run_1/closeup.png
Window x 117 to 157, y 118 to 158 µm. Cells in grey, sequential cells in the stronger grey; small squares are vias.
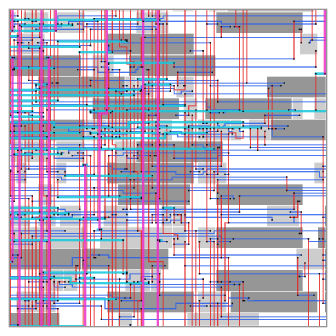
run_1/m3.png
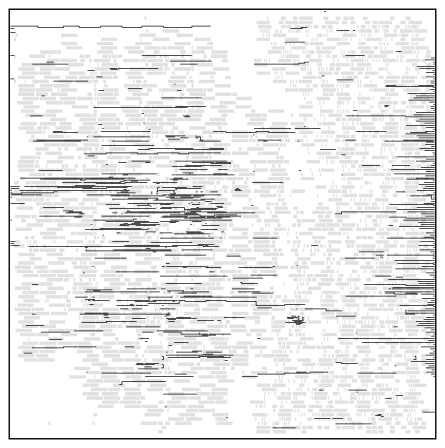
run_1/route_heat.png
The bar under the picture is 100 µm long. The die is cut into 27 by 28 equal tiles; white is low, dark blue is high, scaled to the fullest tile. Values are wire area over tile area, all layers added.
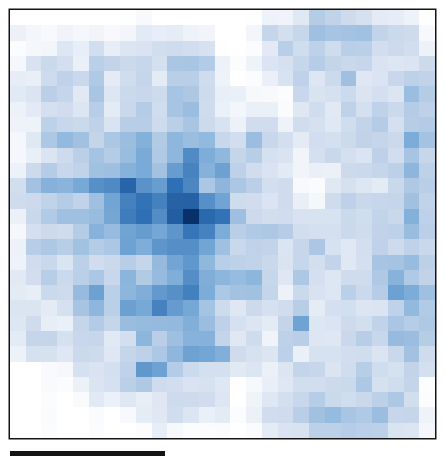
`config.mk`:
```
export PLATFORM = sky130hd
export DESIGN_NAME = sha256_stream_host
export DESIGN_NICKNAME = d
export VERILOG_FILES = /design/src/rtl/sha256_pkg.sv /design/src/rtl/sha256_msg_buf.sv /design/src/rtl/sha256_stream_host.sv
export SDC_FILE = /design/constraint.sdc
export NUM_CORES = 1
export LEC_CHECK = 0
export CORE_AREA = 2 2 272 274
export DETAILED_ROUTE_END_ITERATION = 8
export DIE_AREA = 0 0 274 276
export PLACE_DENSITY_LB_ADDON = 0.1
export SLEW_MARGIN = 10
export SYNTH_ARGS = -nofsm -noshare
export SYNTH_HDL_FRONTEND = slang
export SYNTH_SLANG_ARGS = --single-unit
```
`constraint.sdc`:
```
create_clock -name clk -period 5.55 [get_ports clk]
set_clock_uncertainty 0.05 [all_clocks]
set_input_delay 0.8325 -clock clk [delete_from_list [all_inputs] [get_ports clk]]
set_output_delay 0.8325 -clock clk [all_outputs]
set_load 0.01 [all_outputs]
```
`src/rtl/sha256_pkg.sv`:
```
// Shared types and constants for the SHA-256 host-side streaming initiator.
package sha256_pkg;

   typedef enum logic [1:0] {
      ST_IDLE    = 2'd0,
      ST_SEND    = 2'd1,
      ST_WAIT    = 2'd2,
      ST_COLLECT = 2'd3
   } state_e;

   localparam int DIGEST_BYTES     = 32;
   localparam int BLOCK_BYTES      = 64;
   localparam int MAX_SINGLE_BLOCK = 55;

   localparam logic [1:0] ERR_NONE    = 2'b00;
   localparam logic [1:0] ERR_LEN     = 2'b01;
   localparam logic [1:0] ERR_TIMEOUT = 2'b10;
   localparam logic [1:0] ERR_SHORT   = 2'b11;

endpackage

```
`src/rtl/sha256_msg_buf.sv`:
```
// 64x8 message buffer: one synchronous write port, one asynchronous read port.
module sha256_msg_buf
   import sha256_pkg::*;
(
   input  logic       clk,
   input  logic       we_i,
   input  logic [5:0] waddr_i,
   input  logic [7:0] wdata_i,
   input  logic [5:0] raddr_i,
   output logic [7:0] rdata_o
);

   logic [7:0] mem_q [BLOCK_BYTES];

   always_ff @(posedge clk) begin
      if (we_i) mem_q[waddr_i] <= wdata_i;
   end

   assign rdata_o = mem_q[raddr_i];

endmodule

```
`src/rtl/sha256_stream_host.sv`:
```
// Host initiator: streams a buffered single-block message to the SHA-256 core
// byte by byte, then collects the 32-byte digest burst it returns.
//
// state      | meaning
// -----------+-----------------------------------------------------------
// ST_IDLE    | buffer writable, waiting for start
// ST_SEND    | tx_valid high, one message byte per cycle
// ST_WAIT    | message sent, timing out the core's first digest byte
// ST_COLLECT | shifting digest bytes in until 32 received or frame breaks
module sha256_stream_host
   import sha256_pkg::*;
#(
   parameter int MAX_LEN = MAX_SINGLE_BLOCK,
   parameter int TIMEOUT = 1023
) (
   input  logic         clk,
   input  logic         reset_n,
   input  logic         wr_en,
   input  logic [5:0]   wr_addr,
   input  logic [7:0]   wr_data,
   input  logic         start,
   input  logic [6:0]   msg_len,
   output logic [7:0]   tx_data,
   output logic         tx_valid,
   input  logic [7:0]   rx_data,
   input  logic         rx_valid,
   output logic         busy,
   output logic         done,
   output logic [255:0] digest,
   output logic         digest_valid,
   output logic         err,
   output logic [1:0]   err_code
);

   localparam int TIMER_W = $clog2(TIMEOUT + 1);

   state_e               state_q;
   logic [5:0]           idx_q;
   logic [5:0]           len_q;
   logic [5:0]           cnt_q;
   logic [TIMER_W-1:0]   timer_q;
   logic [TIMER_W-1:0]   timer_d;
   logic [7:0]           tx_data_q;
   logic                 tx_valid_q;
   logic                 busy_q;
   logic                 done_q;
   logic [255:0]         digest_q;
   logic                 digest_valid_q;
   logic                 err_q;
   logic [1:0]           err_code_q;

   logic                 buf_we;
   logic [5:0]           buf_raddr;
   logic [7:0]           buf_rdata;
   logic [7:0]           first_byte;

   assign buf_we    = wr_en && (state_q == ST_IDLE);
   assign buf_raddr = (state_q == ST_SEND) ? idx_q : 6'd0;
   assign timer_d   = timer_q + TIMER_W'(1);

   // Byte 0 is loaded on the start edge, so a same-cycle write to it must bypass the buffer.
   assign first_byte = (wr_en && (wr_addr == 6'd0)) ? wr_data : buf_rdata;

   sha256_msg_buf u_buf (
      .clk     (clk),
      .we_i    (buf_we),
      .waddr_i (wr_addr),
      .wdata_i (wr_data),
      .raddr_i (buf_raddr),
      .rdata_o (buf_rdata)
   );

   always_ff @(posedge clk or negedge reset_n) begin
      if (!reset_n) begin
         state_q        <= ST_IDLE;
         idx_q          <= '0;
         len_q          <= '0;
         cnt_q          <= '0;
         timer_q        <= '0;
         tx_data_q      <= '0;
         tx_valid_q     <= 1'b0;
         busy_q         <= 1'b0;
         done_q         <= 1'b0;
         digest_q       <= '0;
         digest_valid_q <= 1'b0;
         err_q          <= 1'b0;
         err_code_q     <= ERR_NONE;
      end else begin
         done_q <= 1'b0;
         err_q  <= 1'b0;
         case (state_q)
            ST_IDLE: begin
               if (start) begin
                  if (msg_len == 7'd0 || msg_len > 7'(MAX_LEN)) begin
                     err_q      <= 1'b1;
                     err_code_q <= ERR_LEN;
                  end else begin
                     // idx_q tracks the next byte to load; byte 0 goes out now
                     len_q          <= msg_len[5:0];
                     idx_q          <= 6'd1;
                     tx_data_q      <= first_byte;
                     tx_valid_q     <= 1'b1;
                     digest_valid_q <= 1'b0;
                     err_code_q     <= ERR_NONE;
                     busy_q         <= 1'b1;
                     state_q        <= ST_SEND;
                  end
               end
            end
            ST_SEND: begin
               if (idx_q == len_q) begin
                  tx_valid_q <= 1'b0;
                  tx_data_q  <= '0;
                  timer_q    <= '0;
                  state_q    <= ST_WAIT;
               end else begin
                  tx_data_q <= buf_rdata;
                  idx_q     <= idx_q + 6'd1;
               end
            end
            ST_WAIT: begin
               timer_q <= timer_d;
               if (rx_valid) begin
                  digest_q <= {digest_q[247:0], rx_data};
                  cnt_q    <= 6'd1;
                  state_q  <= ST_COLLECT;
               end else if (timer_d == TIMER_W'(TIMEOUT)) begin
                  err_q      <= 1'b1;
                  err_code_q <= ERR_TIMEOUT;
                  busy_q     <= 1'b0;
                  state_q    <= ST_IDLE;
               end
            end
            ST_COLLECT: begin
               if (rx_valid) begin
                  digest_q <= {digest_q[247:0], rx_data};
                  cnt_q    <= cnt_q + 6'd1;
                  if (cnt_q == 6'(DIGEST_BYTES - 1)) begin
                     done_q         <= 1'b1;
                     digest_valid_q <= 1'b1;
                     busy_q         <= 1'b0;
                     state_q        <= ST_IDLE;
                  end
               end else begin
                  err_q      <= 1'b1;
                  err_code_q <= ERR_SHORT;
                  busy_q     <= 1'b0;
                  state_q    <= ST_IDLE;
               end
            end
            default: begin
               busy_q  <= 1'b0;
               state_q <= ST_IDLE;
            end
         endcase
      end
   end

   assign tx_data      = tx_data_q;
   assign tx_valid     = tx_valid_q;
   assign busy         = busy_q;
   assign done         = done_q;
   assign digest       = digest_q;
   assign digest_valid = digest_valid_q;
   assign err          = err_q;
   assign err_code     = err_code_q;

endmodule

```
==> flow_summary.toml, run 1 <==
# synthesis and place-and-route metrics
[clock_tree]
clock_sinks = 813
cts.path.max_buffers = 3
cts_made_buffers = 86
cts_tree = "yes"
cts_resized = 0
clock_latency_ps = 640

[logic_synthesis]
synth_nets = 2633
netlist_instances = 2595
synthTopCellsByCount = "nand2_1 (839), edfxtp_1 (512), dfrtp_1 (301), nor2_1 (127), clkbuf_1 (115)"
ys_seq_share_pct = 70.5
yosys_warnings = 0
yosysTopAreaCell = "edfxtp_1"
ys_cells = 2595
yosys_area_mm2 = 0.0325
netlist_area_mm2 = 0.0325
synth_cell_types = 70
flop_cell = "edfxtp_1"

[global_route]
grt_pass1_wl_um = 136000
first_global_vias = 21449
antenna_found_initial = 0
grt_overflow = 0
gr-usage-all-layers_pct = 23.6

[place]
dp_hpwl_um = 58900
io_buffers = 304
gp_congestion = 0.906
place_inst = 3739

[route]
vias = 21738
ant_nets = 0
drt-initial-drc-count = 2266
dr.pass1.iters = 6

[die]
rows = 99
fp.dieH_um = 276
ios = 305
fp_util_pct = 44.8

[critical_path]
r2r-end = "u_buf.mem_q[39][1]"
cp_data_required_time_ps = 5750
critPathArrivalTime_ps = 3710
r2r_cells = 5
crit_path_start = "state_q[0]"
r2r_slack_ps = 2040
worstSetupStartpointType = "flip-flop"
endpoint_kind = "flip-flop"

[timing]
relSlewSlack_pct = 26.9
worst_slew_pin_slew_ps = 1100
drv_slew = 0
setup_tns_ps = 0
max_freq_ghz = 0.285

[run_status]
status = "completed"

[power]
p_per_area_mw_per_mm2 = 452
p_leak_nw = 15.4

[layout]
post-route-util_pct = 53.9

[run]
warning_count = 35
About closeup.png:
Cyan marks M3. Blue marks M1. Red marks M2. Magenta marks M4.
71 logic cells have their middle in the window. Netlist names of flops here include `u_buf.mem_q` (19), `idx_q` (2). Most frequent: edfxtp_1 (19), nor2_1 (8), a21oi_1 (4). Sequential cells in the window: 21.

About m3.png:
363 nets have wire on it. The wires run mostly horizontal.

About route_heat.png:
The fullest tile reaches 0.79. The densest ninth of the die: middle. 7.5% of the tiles are over half the peak. The mean over all tiles is 0.20. 7.1% of the tiles are nearly empty.

-- run 1: layout by cell type (no fill, tap or decap), types with 7 or more instances in the layout --
cell	n
a2111oi_0	8
a211oi_1	27
a21o_1	7
a21oi_1	43
a221o_1	8
a221oi_1	26
a31oi_1	11
a32oi_1	7
and2_1	8
buf_2	8
buf_4	35
clkbuf_1	19
clkbuf_16	91
clkbuf_8	10
clkdlybuf4s50_1	295
clkinv_1	15
clkinv_2	18
dfrtp_1	299
edfxtp_1	512
inv_1	8
mux2_2	36
mux2i_1	68
mux4_2	28
nand2_1	838
nand2b_1	18
nand3_1	12
nand3b_1	9
nand4_1	7
nor2_1	127
nor2b_1	18
nor3_1	15
o211a_1	7
o21ai_0	79
o221a_2	7
o22ai_1	72
o31a_1	7
o31ai_1	11
o32ai_1	13
xor2_1	11
-- run 1: cell type report --
type,count,area [µm²]
fillers,6174,33500
flip-flops and latches,813,22900
multi-input cells,1615,8950
repair buffers,342,3330
clock buffers,120,2490
well taps,959,1200
clock inverters,37,221
inverters,10,37.5
-- run 1: where the power goes --
group	switching (mW)	internal, mW
registers	0.427	6.66
clock network	2.33	3.17
logic	3.30	1.81
-- run 1: worst max path at each step --
stage                          to  slack (ps)  cells past startpoint
6_report       u_buf.mem_q[39][1]        2040                      5
5_1_grt                tx_data[4]        1850                      7
4_1_cts                tx_data[7]        2070                      6
3_5_place_dp   u_buf.mem_q[39][2]        1950                      4
3_3_place_gp           tx_data[7]        1980                      7
2_1_floorplan          tx_data[7]        2710                      8
-- run 1: stage by stage --
stage	cell area [µm²]	setup slack [ps]	power [mW]	hold WS [ps]
after CTS	39100	2070	17.8	202
after detailed placement	36400	1950	12.2	414
after floorplan	32500	2710	10.2	401
after global routing	39100	1850	18.4	242
after global placement	36400	1980	12.2	412
final	39100	2040	17.7	175
-- run 1: layer usage --
layer	vias to the layer above	GRT usage [%]	wire length [µm]	share of wire (%)
met5	-	0	0	0
met4	0	8.04	2950	3.3
met2	930	36.9	41700	46
met1	10821	33.1	38400	43
li1	9825	-	-	-
met3	162	4.79	7180	8.0
-- run 1: kinds of logic (layout without fill, tap and decap cells) --
kind of cell               Yosys count  count (layout)  synth area share, %
and+or+nand+nor                   1095            1095                 13.8
DFF                                813             813                 70.5
AOI/OAI and AO/OA                  370             370                 7.84
buffers and inverters              167             509                 2.09
muxes                              132             132                 5.28
xor gates and xnor gates            14              14                0.377
adders and majority gates            4               4                0.154
-- run 1: worst max-delay path, stage by stage, from the launching register on --
cell and delay, ps:
dfrtp_1 490, buf_4 260, nor2_1 450, and3_1 310
nand3_1 630, nor2_1 930
-- run 1: flip-flops by register name, indices dropped and copies added, names as in the netlist --
register	flops
tx_valid	1
idx_q	6
done	1
tx_data	8
state_q	2
u_buf.mem_q	512
timer_q	10
err_code	2
len_q	6
err	1
digest_valid	1
digest	256
busy	1
cnt_q	6
run_1/clock_nets.png
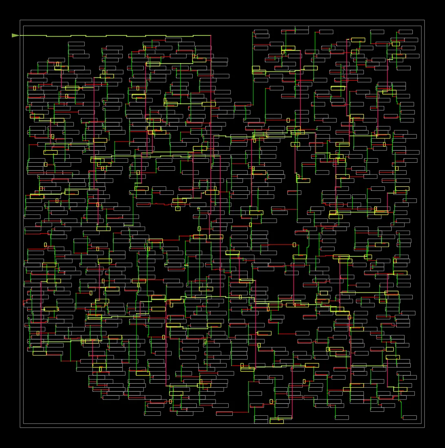

--- run 2 (diff from run 1) ---
- clock period: 5.55 -> 2.95 ns (I/O delays scaled with it)
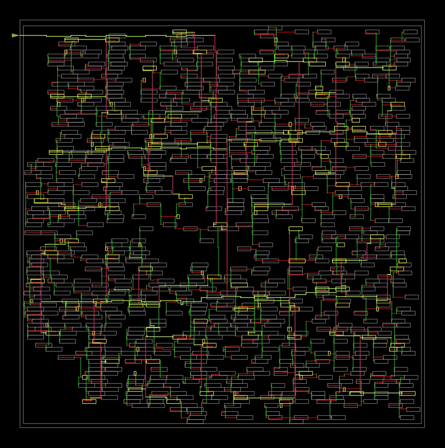
run_2/clock_nets.png
Power Clock: 10.4 mW
registers: 813
Clock Sinks: 813
clk ins delay skew pair: 640 ps
CLK BUF: 114

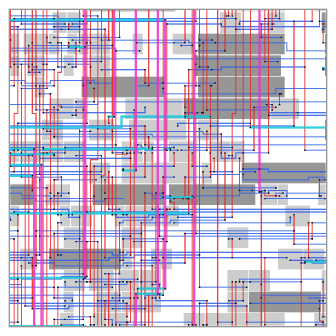
run_2/closeup.png
Window x 117 to 157, y 118 to 158 µm. Cells in grey, sequential cells in the stronger grey; small squares are vias.
Red marks M2. Magenta marks M4. Cyan marks M3. Blue marks M1.
83 logic cells have their middle in the window. Sequential cells in the window: 10. Netlist names of flops here include `u_buf.mem_q` (6), `idx_q` (3). Most frequent: buf_4 (21), nor2_1 (11), edfxtp_1 (6).

==> run 2 against run 1 <==
Against the previous run: final area up 3.4%; cell count up 3.5%; clock-buffer cell count down 6; hold slack worse by 44 ps; utilization up 1.8 points; sequential power up 84%; via count up 2.4%; power up 94%; sequential cell count unchanged; combinational power up 110%; non-clock buffer count up 145; critical path type unchanged; largest power group unchanged.
==> flow_summary.toml, run 2 <==
# synthesis and place-and-route metrics
[logic_synthesis]
ys_seq_share_pct = 70.5
netlist_area_mm2 = 0.0325
synth_nets = 2633
synth_cell_types = 70
ys.flops = 813
async_reset_ff_share_pct = 37.0
yosys_warnings = 0
flop_cell = "edfxtp_1"
avgSynthCellArea_um2 = 12.5
netlist_instances = 2595
synthTopCellsByCount = "nand2_1 (839), edfxtp_1 (512), dfrtp_1 (301), nor2_1 (127), clkbuf_1 (115)"
yosysTopAreaCell = "edfxtp_1"
yosys_area_mm2 = 0.0325
ys_cells = 2595

[place]
gp_congestion = 0.917
place_area_mm2 = 0.0378
dp_hpwl_um = 63800
io_buffers = 304

[critical_path]
cp_max_fo = 10
path_delay_family = "simple AND/OR/NAND/NOR gates"
path_cells = "buf_4 > nor2_1 > buf_4 > nand2_1 > nor2_1 > nand2_1 > nor2_1 > buf_4"
endpoint_kind = "flip-flop"
cp.depth = 8
slowest_delay_ps = 430
crit_buf_inv = 3
critPathArrivalTime_ps = 3060
slowest_stage = "dfrtp_1"
r2r_cells = 8
worstSetupStartpointType = "flip-flop"
crit_path_start = "state_q[1]"
r2r-start = "state_q[1]"
cp_data_required_time_ps = 3240

[power]
ir_drop_v = 0.000740
p_leak_nw = 16.3
p_per_area_mw_per_mm2 = 849

[die]
ios = 305
fp_util_pct = 44.8
die-area_mm2 = 0.0756
coreArea_mm2 = 0.0726
fp.dieH_um = 276
rows = 99

[global_route]
gr-usage-all-layers_pct = 24.6
grt_overflow = 0
grt_pass1_wl_um = 141000
first_global_vias = 22355
antenna_found_initial = 0

[timing]
fin_crit_sh_pct = 94.2
period_minus_slack_ps = 2780
rsz0062_at_grt = "false"
hold_viol = 0
hold_slack_ps = 131
setup_tns_ps = 0
drv_slew = 0
worst_slew_pin_slew_ps = 799
setup_viol = 0
relSlewSlack_pct = 46.5
max_freq_ghz = 0.360

[clock_tree]
cts_resized = 0
cts_made_buffers = 86
cts_tree = "yes"
post_cts.repair.setup_buffers = 0
cts.path.max_buffers = 3

[route]
dr.pass1.iters = 5
drt-initial-drc-count = 2104
wl_per_cell_um = 23.1
viasPerCell = 5.52
ant_nets = 0

[layout]
fillers = 6103
post-route-cell-area_mm2 = 0.0405
combGateArea_mm2 = 0.00894
layout_top_cells = "nand2_1 (838), edfxtp_1 (512), dfrtp_1 (299)"
lay_top_count = "nand2_1"
drive_gt1_share_pct = 12.9
largest_reg_flops = 512
area_growth_syn_to_layout_pct = 24.5
regMostFlops = "u_buf.mem_q"
final_nets = 3051
flop_area_mm2 = 0.0229

[hold_path]
hp-class = "input pin to flip-flop"
min-delay-start = "wr_data[5]"

[run_status]
status = "completed"

[run]
warning_count = 29
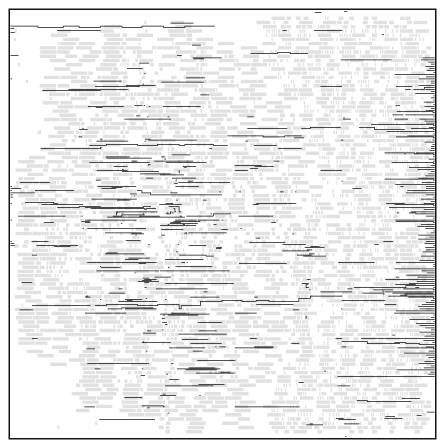
run_2/m3.png
met3 Usage GRT: 4.24%
vias: 22267
WL final: 93000 µm

==> run 2: path summary, 6_finish.rpt <==
check                                     end  slack, ps
max                        u_buf.mem_q[58][1]        170
min                        u_buf.mem_q[49][5]        130
max reg2reg                u_buf.mem_q[58][1]        170
min reg2reg                       digest[252]        430
max in group asynchronous          digest[66]       1630
min in group asynchronous         digest[182]        270
==> run 2: worst reg2reg max path, cell delays in order, from the launching register on <==
cell and delay [ps]:
dfrtp_1 430, buf_4 200, nor2_1 310, buf_4 210
nand2_1 50, nor2_1 250, nand2_1 430, nor2_1 340
buf_4 220
==> run 2: timing repair <==
item | CTS | global route
endpoints found under the setup margin | 0 | 0
hold endpoints to repair | 50 | 0
hold buffers | 1 | 0
==> run 2: cell type report <==
| type | instances | share of cell area (%) |
|---|---|---|
| multi-input cells | 1615 | 22.1 |
| well taps | 959 | 2.97 |
| flip-flops and latches | 813 | 56.6 |
| clock buffers | 114 | 5.96 |
| clock inverters | 36 | 0.711 |
| inverters | 10 | 0.0928 |
| repair buffers | 487 | 11.5 |
==> run 2: routing by layer <==
layer | track usage, % | up-vias | share of wire [%] | routed length [µm]
met1 | 34.1 | 11205 | 43 | 40000
met2 | 39.3 | 764 | 47 | 43800
met5 | 0 | - | 0 | 0
met4 | 8.38 | 0 | 3.5 | 3270
li1 | - | 10131 | - | -
met3 | 4.24 | 167 | 6.4 | 5980
==> run 2: through the flow <==
| stage | power (mW) | setup WS (ps) | std cells | util [%] |
|---|---|---|---|---|
| floorplan | 19.2 | 500 | 2595 | - |
| global placement | 24.0 | 81.5 | 3883 | 52.0 |
| detailed placement | 24.0 | 101 | 3883 | 52.0 |
| CTS | 34.5 | 186 | 4034 | 55.7 |
| global route | 35.8 | 44.2 | 4034 | 55.7 |
| finish | 34.4 | 171 | 4034 | 55.7 |
==> run 2: kinds of logic (layout without fill, tap and decap cells) <==
| group | count (synthesis) | count (layout) | synth area share (%) |
|---|---|---|---|
| XOR/XNOR | 14 | 14 | 0.377 |
| AND/OR/NAND/NOR | 1095 | 1095 | 13.8 |
| adder cells (fa/ha/maj) | 4 | 4 | 0.154 |
| multiplexers | 132 | 132 | 5.28 |
| buffers and inverters | 167 | 647 | 2.09 |
| flip-flops | 813 | 813 | 70.5 |
| AND-OR/OR-AND | 370 | 370 | 7.84 |
==> run 2: where the power goes <==
group	internal, mW	leakage [nW]	switching [mW]
clock network	6.07	1.33	4.35
logic	4.17	6.20	6.73
registers	12.5	8.74	0.516
total	22.8	16.3	11.6
Power figures rest on the tool's default switching activity, not on a simulated workload.
